<file path="config.mk">
export PLATFORM = sky130hd
export DESIGN_NAME = adder_seq_ctrl_flat
export DESIGN_NICKNAME = d
export VERILOG_FILES = /design/src/rtl/adder_seq_ctrl_pkg.sv /design/src/rtl/adder_seq_ctrl_if.sv /design/src/rtl/adder_seq_ctrl_nibble_add.sv /design/src/rtl/adder_seq_ctrl.sv /design/src/flat_wrapper.sv
export SDC_FILE = /design/constraint.sdc
export NUM_CORES = 1
export LEC_CHECK = 0
export ABC_AREA = 1
export CAP_MARGIN = 20
export CORE_MARGIN = 3
export CORE_UTILIZATION = 35
export DETAILED_ROUTE_END_ITERATION = 8
export REMOVE_ABC_BUFFERS = 1
export SYNTH_ARGS = -nofsm -noshare
export SYNTH_HDL_FRONTEND = slang
export SYNTH_HIERARCHICAL = 1
export SYNTH_SLANG_ARGS = --single-unit
</file>
<file path="constraint.sdc">
create_clock -name clk -period 4.8 [get_ports clk]
set_clock_uncertainty 0.15 [all_clocks]
set_input_delay 0.96 -clock clk [delete_from_list [all_inputs] [get_ports clk]]
set_output_delay 0.96 -clock clk [all_outputs]
set_load 0.05 [all_outputs]
</file>
<file path="src/rtl/adder_seq_ctrl_pkg.sv">
// rtl/adder_seq_ctrl_pkg.sv - shared types and constants for the nibble-serial adder controller
package adder_seq_pkg;

    localparam int NIBBLE_W = 4;

    typedef enum logic [1:0] {
        IDLE = 2'd0,
        ADD  = 2'd1,
        DONE = 2'd2
    } state_t;

    // Width of the nibble index counter; never narrower than one bit.
    function automatic int idx_width(input int nibbles);
        return (nibbles > 1) ? $clog2(nibbles) : 1;
    endfunction

endpackage

</file>
<file path="src/rtl/adder_seq_ctrl_if.sv">
// rtl/adder_seq_ctrl_if.sv - operand/sum valid-ready handshake bundle
interface adder_seq_ctrl_if #(
    parameter int NIBBLES = 2
);
    localparam int W = 4 * NIBBLES;

    logic         in_valid;
    logic         in_ready;
    logic [W-1:0] op_a;
    logic [W-1:0] op_b;
    logic         out_valid;
    logic         out_ready;
    logic [W:0]   sum;

    modport master (
        output in_valid, op_a, op_b, out_ready,
        input  in_ready, out_valid, sum
    );

    modport slave (
        input  in_valid, op_a, op_b, out_ready,
        output in_ready, out_valid, sum
    );

endinterface

</file>
<file path="src/rtl/adder_seq_ctrl_nibble_add.sv">
// rtl/adder_seq_ctrl_nibble_add.sv - combinational 4-bit adder with carry in/out
module nibble_add
    import adder_seq_pkg::*;
(
    input  logic [NIBBLE_W-1:0] a,
    input  logic [NIBBLE_W-1:0] b,
    input  logic                cin,
    output logic [NIBBLE_W:0]   res
);

    assign res = {1'b0, a} + {1'b0, b} + {{NIBBLE_W{1'b0}}, cin};

endmodule

</file>
<file path="src/rtl/adder_seq_ctrl.sv">
// rtl/adder_seq_ctrl.sv - time-multiplexes one nibble adder over multi-nibble operands
module adder_seq_ctrl
    import adder_seq_pkg::*;
#(
    parameter int NIBBLES = 2
) (
    input  logic            clk,
    input  logic            reset,
    input  logic            ena,
    adder_seq_ctrl_if.slave bus,
    output logic            busy
);

    localparam int W     = NIBBLE_W * NIBBLES;
    localparam int IDX_W = idx_width(NIBBLES);

    state_t             state;
    state_t             state_nx;
    logic [IDX_W-1:0]   idx;
    logic               cy;
    logic [W-1:0]       a_q;
    logic [W-1:0]       b_q;
    logic [W:0]         sum_q;
    logic [NIBBLE_W-1:0] nib_a;
    logic [NIBBLE_W-1:0] nib_b;
    logic [NIBBLE_W:0]   add_res;
    logic               last;

    assign last = (idx == IDX_W'(NIBBLES - 1));

    // Operand mux: select the nibble currently being added.
    always_comb begin
        nib_a = a_q[idx*NIBBLE_W +: NIBBLE_W];
        nib_b = b_q[idx*NIBBLE_W +: NIBBLE_W];
    end

    nibble_add u_nibble_add (
        .a   (nib_a),
        .b   (nib_b),
        .cin (cy),
        .res (add_res)
    );

    // in_ready is gated by reset so nothing is offered while reset is held.
    assign bus.in_ready  = reset && ena && (state == IDLE);
    assign bus.out_valid = (state == DONE);
    assign bus.sum       = sum_q;
    assign busy          = (state != IDLE);

    // Next-state logic; every transition requires ena so a stall freezes the FSM.
    always_comb begin
        state_nx = state;
        case (state)
            IDLE: if (ena && bus.in_valid)  state_nx = ADD;
            ADD:  if (ena && last)          state_nx = DONE;
            DONE: if (ena && bus.out_ready) state_nx = IDLE;
            default:                        state_nx = IDLE;
        endcase
    end

    // State register.
    always_ff @(posedge clk or negedge reset) begin
        if (!reset) begin
            state <= IDLE;
        end else begin
            state <= state_nx;
        end
    end

    // Datapath: latch operands on accept, then write one sum nibble per enabled edge.
    always_ff @(posedge clk or negedge reset) begin
        if (!reset) begin
            idx   <= '0;
            cy    <= 1'b0;
            a_q   <= '0;
            b_q   <= '0;
            sum_q <= '0;
        end else if (ena) begin
            case (state)
                IDLE: begin
                    if (bus.in_valid) begin
                        a_q   <= bus.op_a;
                        b_q   <= bus.op_b;
                        idx   <= '0;
                        cy    <= 1'b0;
                        sum_q <= '0;
                    end
                end
                ADD: begin
                    sum_q[idx*NIBBLE_W +: NIBBLE_W] <= add_res[NIBBLE_W-1:0];
                    cy <= add_res[NIBBLE_W];
                    if (last) begin
                        // Final carry becomes the sum MSB; idx parks at 0 for the next op.
                        sum_q[W] <= add_res[NIBBLE_W];
                        idx      <= '0;
                    end else begin
                        idx <= idx + 1'b1;
                    end
                end
                default: ;
            endcase
        end
    end

endmodule

</file>
<file path="src/flat_wrapper.sv">
// flat-port wrapper written by rule: the top's interface ports become plain ports
module adder_seq_ctrl_flat import adder_seq_pkg::*;
#(
    parameter int NIBBLES = 2
)
  (clk, reset, ena, busy, bus_in_valid, bus_op_a, bus_op_b, bus_out_ready, bus_in_ready, bus_out_valid, bus_sum);
  adder_seq_ctrl_if #(.NIBBLES(NIBBLES)) bus_i ();
  input  logic clk;
  input  logic reset;
  input  logic ena;
  output logic busy;
  input wire logic [$bits(bus_i.in_valid)-1:0] bus_in_valid;
  input wire logic [$bits(bus_i.op_a)-1:0] bus_op_a;
  input wire logic [$bits(bus_i.op_b)-1:0] bus_op_b;
  input wire logic [$bits(bus_i.out_ready)-1:0] bus_out_ready;
  output wire logic [$bits(bus_i.in_ready)-1:0] bus_in_ready;
  output wire logic [$bits(bus_i.out_valid)-1:0] bus_out_valid;
  output wire logic [$bits(bus_i.sum)-1:0] bus_sum;
  assign bus_i.in_valid = bus_in_valid;
  assign bus_i.op_a = bus_op_a;
  assign bus_i.op_b = bus_op_b;
  assign bus_i.out_ready = bus_out_ready;
  assign bus_in_ready = bus_i.in_ready;
  assign bus_out_valid = bus_i.out_valid;
  assign bus_sum = bus_i.sum;
  adder_seq_ctrl #(.NIBBLES(NIBBLES)) u_core (.clk(clk), .reset(reset), .ena(ena), .bus(bus_i), .busy(busy));
endmodule
</file>
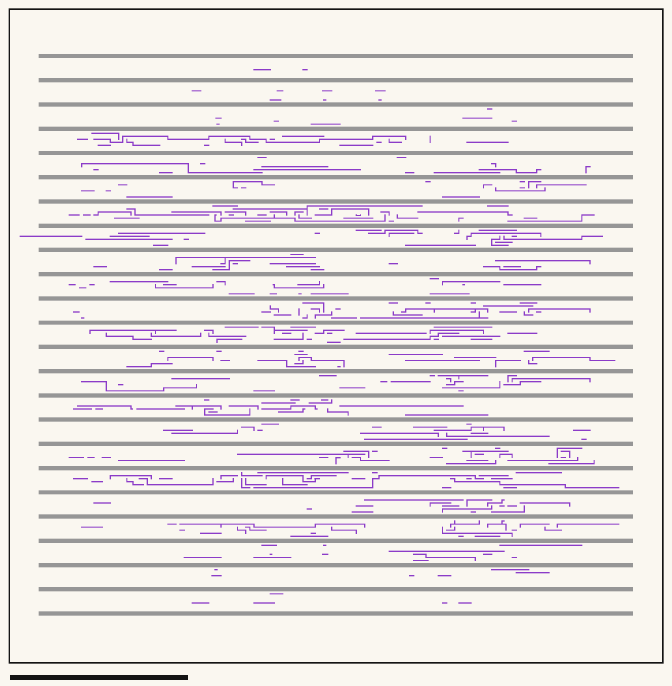
Run 1: M1 wires
Scale bar: 20 um. Supply wires on this layer in gray.
main direction = horizontal
share of all routed wire = 47%

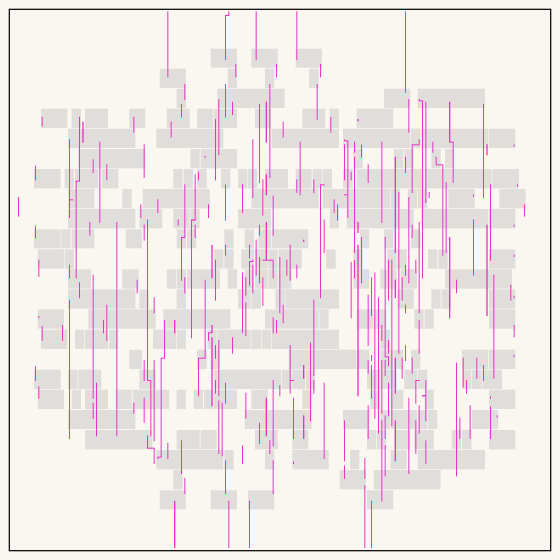
Run 1: M2 wires
Cells faint in the background.
wire length on this layer = 1290 um
longest straight run = 28.9 um
main direction = vertical
nets with wire on the layer = 179

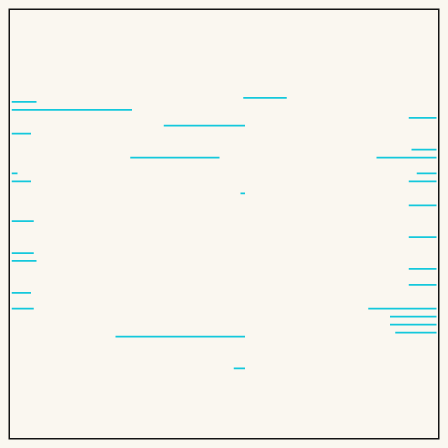
Run 1: signal wires on met3
nets with wire on the layer = 24
main direction = horizontal
wire length on this layer = 185 um
share of all routed wire = 6.5%
longest straight run = 21.8 um

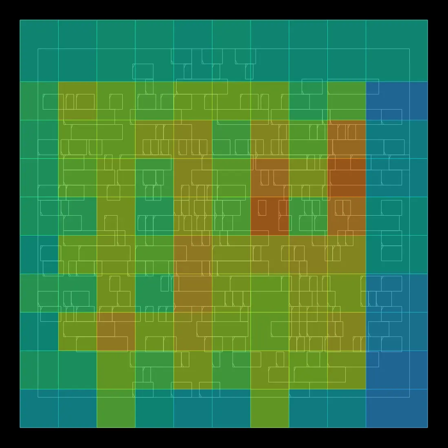
Run 1: congestion heat map
GR Layer Usage met3: 4.68%
met2 usage: 19.0%

==> CHANGELOG.md, run 1 <==
### Implementation results

- Leakage power: 1.02 nW
- Drt first pass iters: 6
- Clk tree area frac: 4.13%
- CP top delay family: buffers and inverters
- Uppermost routed layer: met4
- Signal inverters: 27
- Post-CTS Resized: 0
- Biggest area consumer among synthesized cells: dfrtp_1
- Synthesis-to-finish area growth: 26.7%
- Clock Path Buffers: 2
- Critical Path Stages: 4
- Routed len/inst: 10.4 um
- Clock net sink count: 29
- Crit path to: bus_in_ready
- Met1 Use GR: 14.9%
- Worst-margin pin slew: 0.906 ns
- Final setup fails: 0
- Root Buffer: clkbuf_8
- Sequential Power Share: 32.6%
- Setup WS post-layout: 0.932 ns
- Crit-path cells: clkdlybuf4s50_1, nand2_1, nor2_1, clkdlybuf4s50_1
- Met3 wire len: 184 um
- Sequential cell area share: 36.3%
- Outcome: finished, final reports clean
- Reg2Reg Setup Slack: 2.24 ns
- Gr ovfl total: 0
- Initial antenna violation count: 0
- Hold Startpoint: u_core/bus.sum[6]
- Die height: 73.2 um
- Yosys stat area: 1580 sq um
- Timing-limited maximum frequency: 259 MHz
- Most used DFF post-synth: dfrtp_1
- Ant. Diodes: 0
- CTS Hold Buffers Added: 0
- Min Tclk post-route: 3.87 ns
- R2r endpoint: u_core/bus.sum[1]
- Pin count of the biggest net entering global routing: 34
- Post-synth ARST share: 100%
==> run 1: state kept, by name, summed over array words and instances, names as in the netlist <==
register and cells:
u_core/bus.sum 9, u_core/a_q 8, u_core/b_q 8, u_core/state 2, u_core/cy 1, u_core/idx 1
==> run 1: logic make-up after synthesis <==
kind of cell	count (synthesis)	synth area share [%]
AND/OR/NAND/NOR	98	28.0
buffers and inverters	33	9.67
flip-flops	29	46.0
AND-OR/OR-AND	22	10.9
adder cells (fa/ha/maj)	5	4.91
XOR/XNOR	1	0.555
==> run 1: per-stage QoR <==
stage	cell area (sq um)	instances	util (%)	hold slack, ns
after CTS	2000	273	47.9	0.324
after global placement	1920	265	46.0	0.309
after global routing	2000	273	47.9	0.353
after floorplan	1530	182	-	0.305
after detailed placement	1920	265	46.0	0.308
final	2000	273	47.9	0.319
Run 1, cells colored by class:
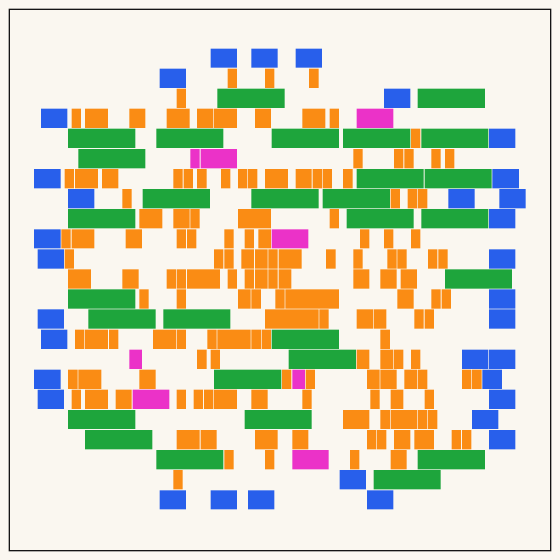

## Run 2: what changed since run 1
- clock period: 4.8 -> 3.9 ns (I/O delays scaled with it)
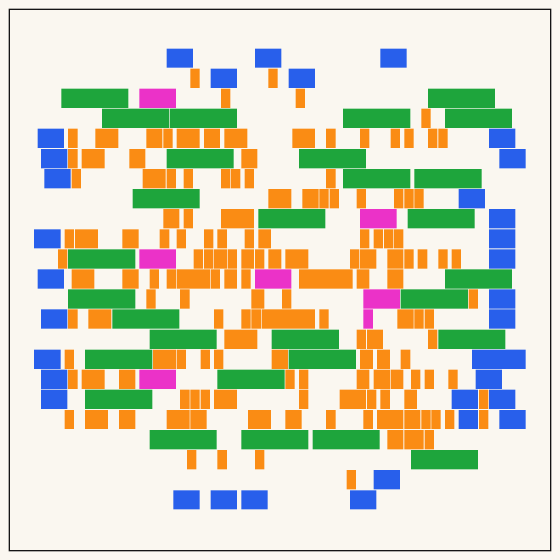
Run 2: cells colored by class
orange -> all other logic  # cells 153, share of their area 41%
magenta -> clock drivers and dummy loads  # cells 7, share of their area 4.4%
blue -> other buffers and delay cells  # cells 33, share of their area 17%
green -> flip-flops  # cells 29, share of their area 37%

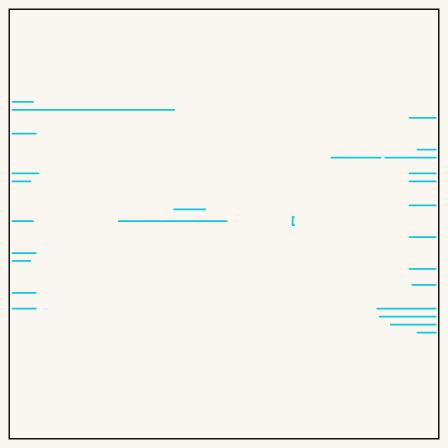
Run 2: signal wires on met3
main direction = horizontal
share of all routed wire = 5.8%
longest straight run = 27.6 um

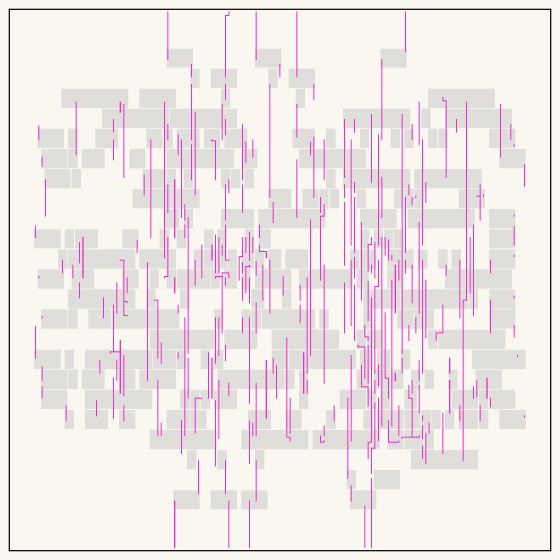
Run 2: M2 wires
Cells faint in the background.
main direction = vertical
share of all routed wire = 47%
longest straight run = 32.3 um
nets with wire on the layer = 186
wire length on this layer = 1350 um

==> CHANGELOG.md, run 2 <==
### Implementation results

- Mux frac, synth: 0%
- Initial antenna violation count: 0
- Largest register FFs: 9
- Fin area: 2010 sq um
- CTS Hold Buffers Added: 0
- Gr ovfl total: 0
- Non-filler cells, final: 272
- Sequential Power Share: 32.1%
- Die height: 73.2 um
- Met2 usage: 19.4%
- CP top delay family: buffers and inverters
- Met1 Use GR: 15.4%
- Final setup fails: 0
- Outcome: finished, final reports clean
- Root Buffer: clkbuf_8
- Ant. Diodes: 0
- Timing-limited maximum frequency: 339 MHz
- Synthesis-to-finish area growth: 27.6%
- Setup WS post-layout: 0.953 ns
- Met3 wire len: 166 um
- Pin count of the biggest net entering global routing: 34
- Basic Gates by Area: 28.0%
- Biggest area consumer among synthesized cells: dfrtp_1
-- run 2: final timing paths --
kind | end | slack, ns | depth (start not counted)
min | u_core/bus.sum[2] | 0.32 | 2
min in group asynchronous | u_core/state[1] | 0.78 | 2
max reg2reg | u_core/bus.sum[1] | 1.28 | 9
max in group asynchronous | u_core/b_q[0] | 2.54 | 2
max | bus_in_ready | 0.95 | 4
min reg2reg | u_core/bus.sum[2] | 0.32 | 2
-- run 2: final cells by class --
| cell class | count | area, sq um |
|---|---|---|
| inverter | 27 | 101 |
| multi-input combinational | 126 | 701 |
| clock buffer | 7 | 86.3 |
| sequential | 29 | 726 |
| fill | 433 | 2160 |
| tap | 50 | 62.6 |
| timing repair buffer | 33 | 338 |
Power and IR drop assume default switching activity.
